<file path="src/rtl/mips_multi_control.sv">
// Main control FSM for the multicycle MIPS datapath: one state per clock,
// drives every datapath strobe/mux select and counts retired instructions.
module mips_multi_control #(
    parameter int CNT_W = 16
) (
    input  logic             clk,
    input  logic             reset,
    input  logic [5:0]       Op,
    input  logic [5:0]       Funct,
    output logic             PC_write,
    output logic             Mem_write,
    output logic             lorD_mux,
    output logic             IR_write,
    output logic             Reg_Dst_mux,
    output logic             Mem_reg_mux,
    output logic             Reg_write,
    output logic             ALU_srcA_mux,
    output logic [1:0]       ALU_srcB_mux,
    output logic [3:0]       ALU_control,
    output logic             Pc_src_mux,
    output logic             Branch,
    output logic [3:0]       state_o,
    output logic             illegal_o,
    output logic [CNT_W-1:0] retired_o
);

    typedef enum logic [3:0] {
        FETCH   = 4'd0,
        DECODE  = 4'd1,
        MEMADR  = 4'd2,
        MEMRD   = 4'd3,
        MEMWB   = 4'd4,
        MEMWR   = 4'd5,
        EXEC_R  = 4'd6,
        ALUWB   = 4'd7,
        BRANCH  = 4'd8,
        ADDI_EX = 4'd9,
        ADDI_WB = 4'd10
    } state_t;

    localparam logic [5:0] OP_RTYPE = 6'b000000;
    localparam logic [5:0] OP_LW    = 6'b100011;
    localparam logic [5:0] OP_SW    = 6'b101011;
    localparam logic [5:0] OP_BEQ   = 6'b000100;
    localparam logic [5:0] OP_ADDI  = 6'b001000;

    localparam logic [3:0] ALU_AND = 4'b0000;
    localparam logic [3:0] ALU_OR  = 4'b0001;
    localparam logic [3:0] ALU_ADD = 4'b0010;
    localparam logic [3:0] ALU_SUB = 4'b0110;
    localparam logic [3:0] ALU_SLT = 4'b0111;

    state_t           r_state;
    state_t           w_next;
    logic [3:0]       r_aluHold;
    logic [CNT_W-1:0] r_retired;
    logic [3:0]       w_execAlu;
    logic             w_functOk;
    logic             w_retire;

    // R-type function decode, only consumed while in EXEC_R
    always_comb begin
        w_execAlu = ALU_ADD;
        w_functOk = 1'b1;
        case (Funct)
            6'b100000: w_execAlu = ALU_ADD;
            6'b100010: w_execAlu = ALU_SUB;
            6'b100100: w_execAlu = ALU_AND;
            6'b100101: w_execAlu = ALU_OR;
            6'b101010: w_execAlu = ALU_SLT;
            default:   w_functOk = 1'b0;
        endcase
    end

    always_comb begin
        w_next       = FETCH;
        w_retire     = 1'b0;
        PC_write     = 1'b0;
        Mem_write    = 1'b0;
        lorD_mux     = 1'b0;
        IR_write     = 1'b0;
        Reg_Dst_mux  = 1'b0;
        Mem_reg_mux  = 1'b0;
        Reg_write    = 1'b0;
        ALU_srcA_mux = 1'b0;
        ALU_srcB_mux = 2'b00;
        ALU_control  = ALU_ADD;
        Pc_src_mux   = 1'b0;
        Branch       = 1'b0;
        illegal_o    = 1'b0;
        state_o      = r_state;
        retired_o    = r_retired;
        case (r_state)
            FETCH: begin
                IR_write     = 1'b1;
                PC_write     = 1'b1;
                ALU_srcB_mux = 2'b01;
                w_next       = DECODE;
            end
            DECODE: begin
                ALU_srcB_mux = 2'b11;
                case (Op)
                    OP_LW, OP_SW: w_next = MEMADR;
                    OP_RTYPE:     w_next = EXEC_R;
                    OP_BEQ:       w_next = BRANCH;
                    OP_ADDI:      w_next = ADDI_EX;
                    default:      illegal_o = 1'b1;
                endcase
            end
            MEMADR: begin
                ALU_srcA_mux = 1'b1;
                ALU_srcB_mux = 2'b10;
                w_next       = (Op == OP_LW) ? MEMRD : MEMWR;
            end
            MEMRD: begin
                lorD_mux = 1'b1;
                w_next   = MEMWB;
            end
            MEMWB: begin
                Mem_reg_mux = 1'b1;
                Reg_write   = 1'b1;
                w_retire    = 1'b1;
            end
            MEMWR: begin
                lorD_mux  = 1'b1;
                Mem_write = 1'b1;
                w_retire  = 1'b1;
            end
            EXEC_R: begin
                ALU_srcA_mux = 1'b1;
                if (w_functOk) begin
                    ALU_control = w_execAlu;
                    w_next      = ALUWB;
                end else begin
                    illegal_o = 1'b1;
                end
            end
            ALUWB: begin
                Reg_Dst_mux = 1'b1;
                Reg_write   = 1'b1;
                ALU_control = r_aluHold;
                w_retire    = 1'b1;
            end
            BRANCH: begin
                ALU_srcA_mux = 1'b1;
                ALU_control  = ALU_SUB;
                Pc_src_mux   = 1'b1;
                Branch       = 1'b1;
                w_retire     = 1'b1;
            end
            ADDI_EX: begin
                ALU_srcA_mux = 1'b1;
                ALU_srcB_mux = 2'b10;
                w_next       = ADDI_WB;
            end
            ADDI_WB: begin
                Reg_write = 1'b1;
                w_retire  = 1'b1;
            end
            default: illegal_o = 1'b1;
        endcase
        // Reset silences the datapath immediately, before the state register clears
        if (reset) begin
            w_retire     = 1'b0;
            PC_write     = 1'b0;
            Mem_write    = 1'b0;
            lorD_mux     = 1'b0;
            IR_write     = 1'b0;
            Reg_Dst_mux  = 1'b0;
            Mem_reg_mux  = 1'b0;
            Reg_write    = 1'b0;
            ALU_srcA_mux = 1'b0;
            ALU_srcB_mux = 2'b00;
            ALU_control  = 4'b0000;
            Pc_src_mux   = 1'b0;
            Branch       = 1'b0;
            illegal_o    = 1'b0;
            state_o      = 4'd0;
            retired_o    = '0;
        end
    end

    // ALUWB replays the operation chosen in EXEC_R, after Funct may have moved on
    always_ff @(posedge clk) begin
        if (reset) begin
            r_state   <= FETCH;
            r_retired <= '0;
            r_aluHold <= ALU_ADD;
        end else begin
            r_state <= w_next;
            if (w_retire)
                r_retired <= r_retired + CNT_W'(1);
            if (r_state == EXEC_R)
                r_aluHold <= w_execAlu;
        end
    end

endmodule

</file>
<file path="config.mk">
export PLATFORM = sky130hd
export DESIGN_NAME = mips_multi_control
export DESIGN_NICKNAME = d
export VERILOG_FILES = /design/src/rtl/mips_multi_control.sv
export SDC_FILE = /design/constraint.sdc
export NUM_CORES = 1
export LEC_CHECK = 0
export CORE_MARGIN = 1.5
export CORE_UTILIZATION = 47
export DETAILED_ROUTE_END_ITERATION = 8
export GPL_TIMING_DRIVEN = 0
export PLACE_DENSITY_LB_ADDON = 0.12
export RECOVER_POWER = 100
export SLEW_MARGIN = 20
export SYNTH_ARGS = -nofsm -noshare
export SYNTH_HDL_FRONTEND = slang
export SYNTH_SLANG_ARGS = --single-unit
</file>
<file path="constraint.sdc">
create_clock -name clk -period 2.1 [get_ports clk]
set_input_delay 0.42 -clock clk [delete_from_list [all_inputs] [get_ports clk]]
set_output_delay 0.42 -clock clk [all_outputs]
set_load 0.02 [all_outputs]
</file>
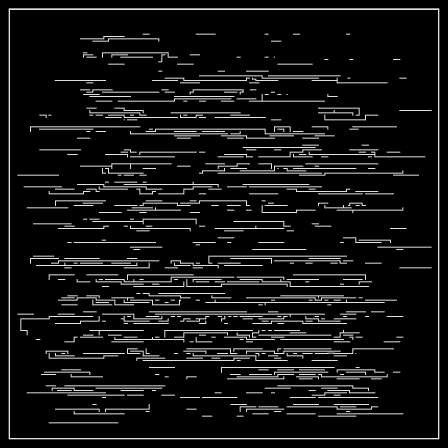
met1.png
nets with wire on the layer = 251
share of all routed wire = 47%
main direction = horizontal
wire length on this layer = 2150 um
longest straight run = 26.2 um

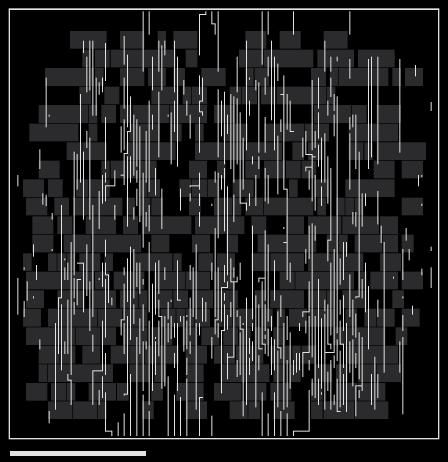
met2.png
Bar = 20 um.
longest straight run = 34.7 um
wire length on this layer = 2150 um
nets with wire on the layer = 251
main direction = vertical

==> notes.md <==
Physical implementation

For this design, Yosys synthesis ends with a cell count of 203. The routed design shows a via density per instance of 5.55. After the first detailed-routing iteration, the DRC count stood at 103. The number of sinks on the clock net is 23. The run finished, with violations left. The worst hold path startpoint is Op[4]. The library cells used most frequently in the layout, excluding fill and tap cells, are nor2_1, dfxtp_1, dlygate4sd2_1.

Per the layout area report, the sequential fraction of cell area is 0.204. The post-detailed-route count of antenna-violating nets is 0. The first global-routing pass estimated 7560 um of wire. The number of top-level design ports is 51. Looking at the clock tree report, the H-tree level count equals 1. The plain and repair buffers instantiated in the layout total 70. In the global route stage, met1 resource usage came out at 0.319. For the completed layout, the total cell area is recorded as 2300 um^2.

The length of routed met3 wiring is 269 um. The net count of the mapped netlist is 218. Input and output buffers added on the ports amount to 49. The synthesis report lists the Yosys warning total as 0. Summed over all layers, the global routing overflow is 0. The post-synth tally of flip-flops with integrated enable is 0. The finished design was reported to have a net count of 279.

The tightest hold path in the finished design has a slack of 0.472 ns. The worst vdd rail ir drop is 0.000232 V. The post-place setup slack is -1.10 ns.

Per the cell usage report, the commonest logic cell in the layout is nor2_1. The proportion of netlist area held by the largest area contributor is 0.273. Setup repair after global routing could not meet its margin everywhere. The final timing report gives a worst setup slack of -0.00290 ns.

The design received a total of 46 well taps at floorplan. Per the layout report, the design carries 308 filler cells. The routed wirelength on the met1 layer is recorded as 2150 um. The sequential cell count of the final layout is 23. The final worst clock skew is 0.000613 ns. The family of cells with the greatest summed delay on the critical path is simple AND/OR/NAND/NOR gates. The min-delay analysis places its worst path in the category input pin to flop. The reg-to-reg critical path endpoint is r_retired[13]. Per the layout area report, the combinational gate area comes to 1170 um^2.

The busiest layer in global routing is met2. The launching element of the worst setup path is r_state[1]. The number of placed instances, taps included is 298.

The main area contributors are dfxtp_1, mux2_4, nor2_1. From synthesis to final layout, the design area changed by 36.6%. The data-path buffer share of cell area in the final layout is 0.241.

The sum of internal, switching and leakage power is 0.823 mW. The number of cell instances on the worst register-to-register path is 5. For this run, the top clock speed supported by timing is 476 MHz.

The leakage power of the design is 0.943 nW. The post-route DRC violation count is 0. The synthesized area per cell is 8.30 um^2. Per the detail_route report, the via count comes to 1715.

For met2 alone, demand over resource in global routing was 0.374. After floorplanning, the die was sized to cover 3950 um^2. The root buffer cell chosen for the clock tree is clkbuf_4. The slowest library cell on the worst path is or4b_4. The maximum count of clock buffers along a single path is 2. Total global-route track usage over all layers is 0.232. For this run, the script counts the antenna cells in the layout as 0. The startpoint identified for the worst register-to-register timing path is r_state[2]. The count of max-cap constraint violations is 0. After synthesis, the most frequently instantiated cells are nor2_1, dfxtp_1, nor2b_1. After synthesis the cells add up to 1690 um^2. Per the layout area report, the combinational fraction of cell area is 0.509.

The pin count of the biggest net entering global routing is 13. The iteration count recorded for the first detailed-route pass is 4. Of the synthesized area, sequential elements account for 0.273. In the setup report, the worst path falls into the class flop to primary output. The stage-log warning count is 28. The total of cells resized after clock tree synthesis is 118. The fraction of area in clock buffers and inverters is 0.0114. The clock tree buffer count of the final layout is 4. The part of the cycle the worst path needs is 1.00. Post-synthesis, Yosys gives the total cell area as 1690 um^2. The checks that failed: negative setup slack. The count of buffering cells on the critical path with inverters included is 1. The global routing report lists met3 layer usage as 0.0450.

The final sum of negative setup slack is -0.00290 ns. The report lists the number of standard-cell rows as 21. Sorting the Yosys area breakdown by cell type puts at the top dfxtp_1.

Detailed placement reports a standard cell area of 2240 um^2. Per the detailed-route log, wirelength across all metal layers totals 4620 um. Walking the worst path, the cells encountered are nand2b_4, or4b_4, a21oi_2, buf_4. Hold repair after CTS inserted 0 buffers. Looking at the critical path, the highest net fanout was 6. The end point of the critical path is illegal_o. The TritonCTS buffer count is 3.

The final timing report lists a hold violation count of 0. Data on the critical path arrives at its endpoint at 1.68 ns. Counting instances, the worst hold path has a depth of 3. The synthesis stat section lists a flop and latch total of 23. The startpoint type of the worst setup path is a flop. The endpoint class of the critical path is a primary output. nor2_1 is the most common cell in the netlist. The setup slack of the most critical reg-to-reg path is 0.15 ns. The footprint of the flip-flops and latches is 469 um^2. The top layer used by detailed routing is met4. The share of the core filled by cells before placement is 0.497. Per the area breakdown, the dominant cell category is logic gates. The end-of-flow timing check tallies setup violations at 1. The async set-or-reset flop fraction in the synthesized netlist is 0. Excluding fillers, the count of instances in the completed layout stands at 309.
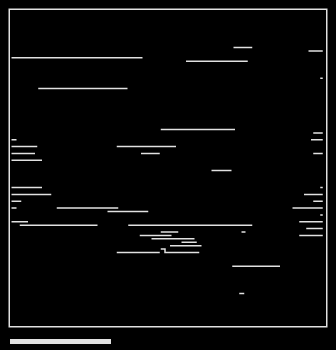
met3.png
Bar = 20 um.
share of all routed wire = 5.8%
nets with wire on the layer = 38
longest straight run = 25.8 um
wire length on this layer = 269 um
main direction = horizontal

-- report_power, final --
part	leakage, nW	internal [mW]	switching, mW
Sequential	0.187	0.437	0.00414
Combinational	0.741	0.0737	0.0935
Clock	0.0150	0.0743	0.140
Total	0.943	0.585	0.238
-- kinds of logic (layout without fill, tap and decap cells) --
group	count (synthesis)	in the layout	share of synthesized area
buffers and inverters	20	80	0.0572
multiplexers	14	14	0.108
XOR/XNOR	3	3	0.0156
other	1	1	0.00223
flip-flops	23	23	0.273
AND-OR/OR-AND	35	35	0.152
AND/OR/NAND/NOR	106	106	0.385
adder cells (fa/ha/maj)	1	1	0.00742
-- registers in the layout, summed over array words and instances, names as in the netlist --
signal     count
r_retired     16
r_state        4
r_aluHold      3
Power is estimated from default activity; no workload was simulated.
